## src/rtl/pipe_stage_reg_if.sv

```systemverilog
// Y86-64 pipeline register bus.
// Upstream fields in, registered fields and status out.
interface pipe_stage_reg_if #(
  parameter int DATA_W = 136,
  parameter int CNT_W  = 16
);

  logic [2:0]        in_stat;
  logic [3:0]        in_icode;
  logic [3:0]        in_ifun;
  logic [DATA_W-1:0] in_data;
  logic              stall;
  logic              bubble;

  logic [2:0]        out_stat;
  logic [3:0]        out_icode;
  logic [3:0]        out_ifun;
  logic [DATA_W-1:0] out_data;
  logic              out_valid;
  logic [CNT_W-1:0]  stall_cnt;
  logic [CNT_W-1:0]  bubble_cnt;
  logic              stall_timeout;
  logic              conflict_err;

  modport master (
    output in_stat,
    output in_icode,
    output in_ifun,
    output in_data,
    output stall,
    output bubble,
    input  out_stat,
    input  out_icode,
    input  out_ifun,
    input  out_data,
    input  out_valid,
    input  stall_cnt,
    input  bubble_cnt,
    input  stall_timeout,
    input  conflict_err
  );

  modport slave (
    input  in_stat,
    input  in_icode,
    input  in_ifun,
    input  in_data,
    input  stall,
    input  bubble,
    output out_stat,
    output out_icode,
    output out_ifun,
    output out_data,
    output out_valid,
    output stall_cnt,
    output bubble_cnt,
    output stall_timeout,
    output conflict_err
  );

endinterface

```

## src/rtl/pipe_stage_reg.sv

```systemverilog
// Y86-64 inter-stage pipeline register with stall/bubble,
// usage counters, stall watchdog and conflict flag.
`default_nettype none

module pipe_stage_reg #(
  parameter int         DATA_W          = 136,
  parameter int         CNT_W           = 16,
  parameter int         STALL_LIMIT     = 64,
  parameter bit         CLEAR_ON_BUBBLE = 1'b1,
  parameter logic [3:0] NOP_ICODE       = 4'h1,
  parameter logic [3:0] FNONE           = 4'h0,
  parameter logic [2:0] STAT_AOK        = 3'd1
) (
  input  logic             clk,
  input  logic             reset,
  pipe_stage_reg_if.slave  bus
);

  localparam logic [1:0] M_LOAD   = 2'd0;
  localparam logic [1:0] M_STALL  = 2'd1;
  localparam logic [1:0] M_BUBBLE = 2'd2;

  localparam logic [CNT_W-1:0] CNT_MAX = '1;
  localparam logic [CNT_W-1:0] LIMIT   =
    CNT_W'(STALL_LIMIT);

  logic              is_bub;
  logic              is_stl;
  logic              is_ld;
  logic [1:0]        mode;

  logic [2:0]        stat_q;
  logic [3:0]        icode_q;
  logic [3:0]        ifun_q;
  logic [DATA_W-1:0] data_q;
  logic              valid_q;

  logic [CNT_W-1:0]  stall_cnt_q;
  logic [CNT_W-1:0]  bubble_cnt_q;
  logic [CNT_W-1:0]  run_q;
  logic [CNT_W-1:0]  run_nxt;
  logic              timeout_q;
  logic              conflict_q;

  // Bubble beats stall, so the three modes are one-hot.
  assign is_bub = bus.bubble;
  assign is_stl = bus.stall & ~bus.bubble;
  assign is_ld  = ~bus.stall & ~bus.bubble;

  // Encode the per-cycle update mode.
  always_comb begin
    mode = M_LOAD;
    unique case (1'b1)
      is_bub:  mode = M_BUBBLE;
      is_stl:  mode = M_STALL;
      is_ld:   mode = M_LOAD;
      default: mode = M_LOAD;
    endcase
  end

  // Control fields: load, hold, or become a NOP.
  always_ff @(posedge clk) begin
    if (reset) begin
      stat_q  <= STAT_AOK;
      icode_q <= NOP_ICODE;
      ifun_q  <= FNONE;
      valid_q <= 1'b0;
    end else begin
      unique case (mode)
        M_BUBBLE: begin
          stat_q  <= STAT_AOK;
          icode_q <= NOP_ICODE;
          ifun_q  <= FNONE;
          valid_q <= 1'b0;
        end
        M_LOAD: begin
          stat_q  <= bus.in_stat;
          icode_q <= bus.in_icode;
          ifun_q  <= bus.in_ifun;
          valid_q <= 1'b1;
        end
        default: begin
          stat_q  <= stat_q;
          icode_q <= icode_q;
          ifun_q  <= ifun_q;
          valid_q <= valid_q;
        end
      endcase
    end
  end

  // Payload: a bubble either zeroes it or keeps
  // the last loaded value, depending on the build.
  always_ff @(posedge clk) begin
    if (reset) begin
      data_q <= '0;
    end else begin
      unique case (mode)
        M_LOAD: data_q <= bus.in_data;
        M_BUBBLE: begin
          if (CLEAR_ON_BUBBLE)
            data_q <= '0;
          else
            data_q <= data_q;
        end
        default: data_q <= data_q;
      endcase
    end
  end

  // Saturating lifetime counts of stall and bubble cycles.
  always_ff @(posedge clk) begin
    if (reset) begin
      stall_cnt_q  <= '0;
      bubble_cnt_q <= '0;
    end else begin
      if (is_stl && stall_cnt_q != CNT_MAX)
        stall_cnt_q <= stall_cnt_q + 1'b1;
      if (is_bub && bubble_cnt_q != CNT_MAX)
        bubble_cnt_q <= bubble_cnt_q + 1'b1;
    end
  end

  // Length of the current stall run after this edge.
  always_comb begin
    run_nxt = '0;
    if (is_stl) begin
      if (run_q != CNT_MAX)
        run_nxt = run_q + 1'b1;
      else
        run_nxt = run_q;
    end
  end

  // Watchdog: flag once the run reaches the limit;
  // any load or bubble restarts the run.
  always_ff @(posedge clk) begin
    if (reset) begin
      run_q     <= '0;
      timeout_q <= 1'b0;
    end else begin
      run_q     <= run_nxt;
      timeout_q <= is_stl && (run_nxt >= LIMIT);
    end
  end

  // Sticky record of contradictory stall+bubble requests.
  always_ff @(posedge clk) begin
    if (reset)
      conflict_q <= 1'b0;
    else if (bus.stall && bus.bubble)
      conflict_q <= 1'b1;
  end

  assign bus.out_stat      = stat_q;
  assign bus.out_icode     = icode_q;
  assign bus.out_ifun      = ifun_q;
  assign bus.out_data      = data_q;
  assign bus.out_valid     = valid_q;
  assign bus.stall_cnt     = stall_cnt_q;
  assign bus.bubble_cnt    = bubble_cnt_q;
  assign bus.stall_timeout = timeout_q;
  assign bus.conflict_err  = conflict_q;

endmodule

`default_nettype wire

```

## src/flat_wrapper.sv

```systemverilog
// flat-port wrapper written by rule: the top's interface ports become plain ports
module pipe_stage_reg_flat 
#(
  parameter int         DATA_W          = 136,
  parameter int         CNT_W           = 16,
  parameter int         STALL_LIMIT     = 64,
  parameter bit         CLEAR_ON_BUBBLE = 1'b1,
  parameter logic [3:0] NOP_ICODE       = 4'h1,
  parameter logic [3:0] FNONE           = 4'h0,
  parameter logic [2:0] STAT_AOK        = 3'd1
)
  (clk, reset, bus_in_stat, bus_in_icode, bus_in_ifun, bus_in_data, bus_stall, bus_bubble, bus_out_stat, bus_out_icode, bus_out_ifun, bus_out_data, bus_out_valid, bus_stall_cnt, bus_bubble_cnt, bus_stall_timeout, bus_conflict_err);
  pipe_stage_reg_if #(.DATA_W(DATA_W), .CNT_W(CNT_W)) bus_i ();
  input  logic clk;
  input  logic reset;
  input wire logic [$bits(bus_i.in_stat)-1:0] bus_in_stat;
  input wire logic [$bits(bus_i.in_icode)-1:0] bus_in_icode;
  input wire logic [$bits(bus_i.in_ifun)-1:0] bus_in_ifun;
  input wire logic [$bits(bus_i.in_data)-1:0] bus_in_data;
  input wire logic [$bits(bus_i.stall)-1:0] bus_stall;
  input wire logic [$bits(bus_i.bubble)-1:0] bus_bubble;
  output wire logic [$bits(bus_i.out_stat)-1:0] bus_out_stat;
  output wire logic [$bits(bus_i.out_icode)-1:0] bus_out_icode;
  output wire logic [$bits(bus_i.out_ifun)-1:0] bus_out_ifun;
  output wire logic [$bits(bus_i.out_data)-1:0] bus_out_data;
  output wire logic [$bits(bus_i.out_valid)-1:0] bus_out_valid;
  output wire logic [$bits(bus_i.stall_cnt)-1:0] bus_stall_cnt;
  output wire logic [$bits(bus_i.bubble_cnt)-1:0] bus_bubble_cnt;
  output wire logic [$bits(bus_i.stall_timeout)-1:0] bus_stall_timeout;
  output wire logic [$bits(bus_i.conflict_err)-1:0] bus_conflict_err;
  assign bus_i.in_stat = bus_in_stat;
  assign bus_i.in_icode = bus_in_icode;
  assign bus_i.in_ifun = bus_in_ifun;
  assign bus_i.in_data = bus_in_data;
  assign bus_i.stall = bus_stall;
  assign bus_i.bubble = bus_bubble;
  assign bus_out_stat = bus_i.out_stat;
  assign bus_out_icode = bus_i.out_icode;
  assign bus_out_ifun = bus_i.out_ifun;
  assign bus_out_data = bus_i.out_data;
  assign bus_out_valid = bus_i.out_valid;
  assign bus_stall_cnt = bus_i.stall_cnt;
  assign bus_bubble_cnt = bus_i.bubble_cnt;
  assign bus_stall_timeout = bus_i.stall_timeout;
  assign bus_conflict_err = bus_i.conflict_err;
  pipe_stage_reg #(.DATA_W(DATA_W), .CNT_W(CNT_W), .STALL_LIMIT(STALL_LIMIT), .CLEAR_ON_BUBBLE(CLEAR_ON_BUBBLE), .NOP_ICODE(NOP_ICODE), .FNONE(FNONE), .STAT_AOK(STAT_AOK)) u_core (.clk(clk), .reset(reset), .bus(bus_i));
endmodule
```

## config.mk

```make
export PLATFORM = sky130hd
export DESIGN_NAME = pipe_stage_reg_flat
export DESIGN_NICKNAME = d
export VERILOG_FILES = /design/src/rtl/pipe_stage_reg_if.sv /design/src/rtl/pipe_stage_reg.sv /design/src/flat_wrapper.sv
export SDC_FILE = /design/constraint.sdc
export NUM_CORES = 1
export LEC_CHECK = 0
export CORE_UTILIZATION = 33
export DETAILED_ROUTE_END_ITERATION = 8
export DONT_BUFFER_PORTS = 1
export GPL_ROUTABILITY_DRIVEN = 0
export HOLD_SLACK_MARGIN = 0.06
export PLACE_DENSITY_LB_ADDON = 0.15
export REMOVE_ABC_BUFFERS = 1
export SYNTH_ARGS = -nofsm -noshare
export SYNTH_HDL_FRONTEND = slang
export SYNTH_SLANG_ARGS = --single-unit
```

## constraint.sdc

```tcl
create_clock -name clk -period 5.8 [get_ports clk]
set_clock_uncertainty 0.15 [all_clocks]
set_input_delay 1.16 -clock clk [delete_from_list [all_inputs] [get_ports clk]]
set_output_delay 1.16 -clock clk [all_outputs]
set_load 0.03 [all_outputs]
```

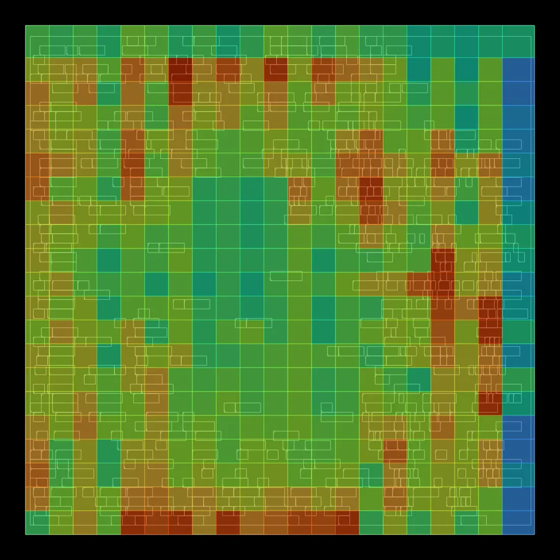
Fig. 1. Routing congestion map.
GR Util met2: 28.2%
Routed WL per cell: 21.4 um
GRT Util Overall: 17.2%
core utilization of the finished layout: 37.8%
met3 routing resource usage after global routing: 7.80%

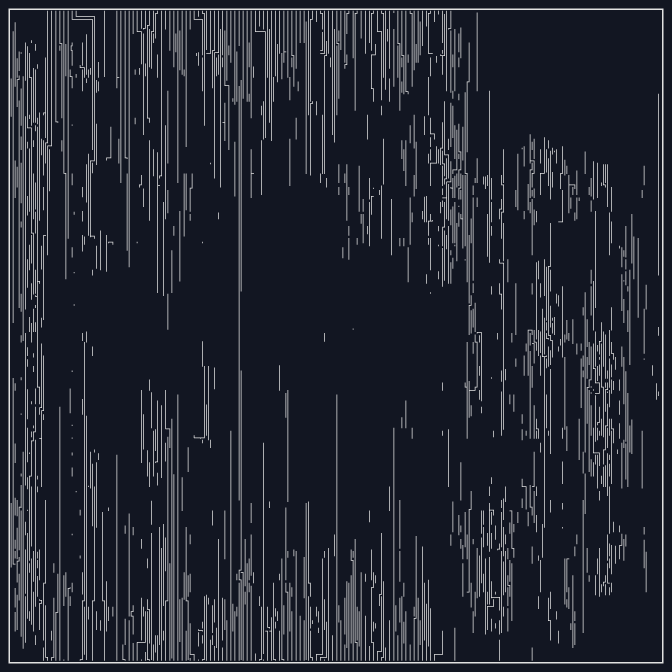
Fig. 2. Signal wires on met2.
longest straight run: 93.5 um
nets with wire on the layer: 637

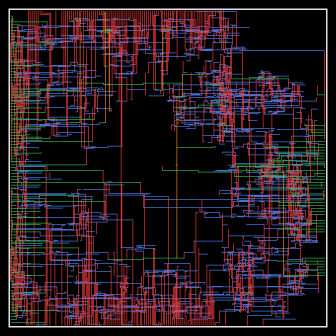
Fig. 3. Signal wires by layer.
[blue] M1 | wire length: 7360 um
[red] M2 | wire length: 9450 um
[orange] M4 | wire length: 308 um
[green] M3 | wire length: 1900 um

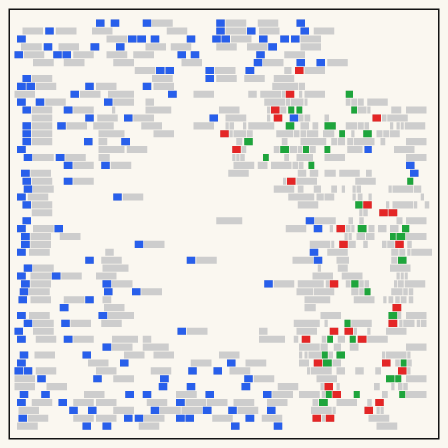
Fig. 4. Gate families picked out.
[red] xor and xnor cells | cells: 30 | most used: xor2_1
[blue] non-inverting ao/oa cells | cells: 149 | most used: a22o_1
[green] and/or cells | cells: 37 | most used: and4_1

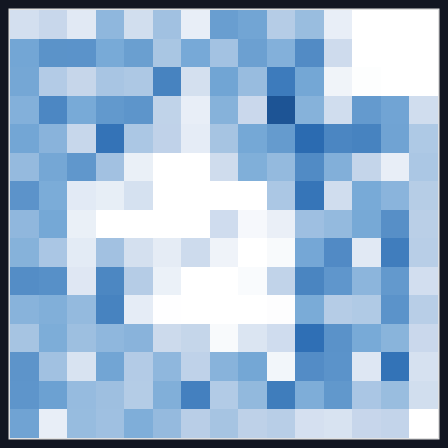
Fig. 5. Cell area per tile.
15 x 15 tiles, from white (low) to dark blue (high), 0 to 100% covered.
emptiest ninth of the die: centre
mean over tiles: 34%
nearly empty tiles: 12%
tiles over 75% full: 0.90%
fullest tile: 86%

kinds of logic after synthesis:
logic type	after synthesis	synth area share, %
simple gates	145	11.5
buf+inv	49	2.89
xor+xnor	30	3.77
flops	198	56.9
mux	8	1.22
fa+ha+maj	3	0.539
compound gates	194	23.2
worst max-delay path by stage:
| stage | end | depth (start not counted) |
|---|---|---|
| 3_5_place_dp | u_core.bus.out_data[114] | 4 |
| 3_3_place_gp | u_core.bus.out_data[119] | 4 |
| 2_1_floorplan | u_core.bus.out_data[0] | 2 |
| 6_report | u_core.bus.out_data[58] | 4 |
| 5_1_grt | u_core.bus.out_data[58] | 4 |
| 4_1_cts | u_core.bus.out_data[58] | 4 |
tightest hold or removal path, delay by kind of cell (launching register included):
| kind | cells | cell delay, ps |
|---|---|---|
| AOI/OAI and AO/OA | 1 | 50 |
| DFF | 1 | 340 |
| and+or+nand+nor | 1 | 70 |
final cells by class:
cell class | count | share of cell area, %
Tap cell | 270 | 4.36
Clock buffer | 18 | 5.54
Inverter | 5 | 0.242
Timing Repair Buffer | 3 | 0.453
Sequential cell | 198 | 51.2
Clock inverter | 14 | 1.81
Multi-Input combinational cell | 380 | 36.4
layer usage:
| metal | track usage [%] | routed length [um] |
|---|---|---|
| met4 | 5.93 | 308 |
| met2 | 28.2 | 9450 |
| met3 | 7.80 | 1900 |
| met5 | 0 | 0 |
| met1 | 19.6 | 7360 |
stage by stage:
stage | total power (W) | util, % | worst slack (ps) | setup TNS [ps]
floorplan | 0.00158 | - | -3580 | -521160
global placement | 0.00160 | 35.0 | 2770 | 0
detailed placement | 0.00160 | 35.0 | 2680 | 0
CTS | 0.00274 | 37.8 | 3140 | 0
global route | 0.00282 | 37.8 | 2990 | 0
finish | 0.00270 | 37.8 | 3080 | 0
flip-flops by register name, indices dropped and copies added, names as in the netlist:
register                  flops
u_core.bus.stall_timeout      1
u_core.bus.out_stat           3
u_core.bus.out_data         136
u_core.bus.conflict_err       1
u_core.bus.out_ifun           4
u_core.bus.out_valid          1
u_core.run_q                 16
u_core.bus.stall_cnt         16
u_core.bus.bubble_cnt        16
u_core.bus.out_icode          4
Yosys cell counts (7+ instances only):
cell / count / share of area, %
sky130_fd_sc_hd__and3_1: 9 / 0.81
sky130_fd_sc_hd__buf_1: 8 / 0.43
sky130_fd_sc_hd__xnor2_1: 9 / 1.1
sky130_fd_sc_hd__nor3_1: 7 / 0.50
sky130_fd_sc_hd__dfxtp_1: 198 / 57
sky130_fd_sc_hd__and4_1: 12 / 1.5
sky130_fd_sc_hd__a21oi_1: 12 / 0.86
sky130_fd_sc_hd__xor2_1: 21 / 2.6
sky130_fd_sc_hd__nand4_1: 18 / 1.6
sky130_fd_sc_hd__clkbuf_1: 31 / 1.7
sky130_fd_sc_hd__a22o_1: 145 / 18
sky130_fd_sc_hd__nor2_1: 43 / 2.3
sky130_fd_sc_hd__nand3_1: 13 / 0.93
sky130_fd_sc_hd__nand2_1: 11 / 0.59
==> summary.json <==
{
  "run_status": "completed",
  "finalHoldViolations": 0,
  "vdd_ir_drop_max_mv": 0.166,
  "element_type_at_the_critical_path_end": "register",
  "cp_cell_sequence": "nand2b_1 > nor2_4 > buf_12 > a22o_1",
  "warnings": 29,
  "layout_min_cycle_time_ps": 2720,
  "ctsHtreeMaxLevel": 4,
  "power.net_switching_w": 0.000706,
  "final_cell_count_no_fill": 888,
  "max-clock-path-buffers": 2,
  "detail_route.drc_violations": 0,
  "reg2regPathDepth": 5,
  "numCtsBuffers": 17,
  "io_pins": 333,
  "wl_mm": 19.0,
  "asr_flop_ratio_synth_pct": 0,
  "grt_pass1_wl_mm": 28.5,
  "hold_depth": 2,
  "fp.dieArea_mm2": 0.0217,
  "yosys_cells": 627,
  "pwr.group.sequential_w": 0.00150,
  "finalNetCount": 759,
  "avgViaCountPerCell": 5.46,
  "first_global_vias": 4606,
  "detailed_place_hpwl_mm": 13.7,
  "postCtsResizedCells": 0,
  "port-buffer-count": 0,
  "timing.critical_path.slowest_cell_delay_ps": 790,
  "crit_path_start_kind": "input port",
  "clock_insertion_delay_worst_skew_ps": 430,
  "insertedDiodeCount": 0,
  "crit_start": "bus_bubble",
  "power-per-cell-area_mw_per_mm2": 349,
  "max-slew-margin-rel_pct": 25.4,
  "rows": 52,
  "comb_power_w": 0.0000675,
  "ys_seq_share_pct": 56.9,
  "netlist-cell-type-count": 53
}
Power and IR drop assume default switching activity.
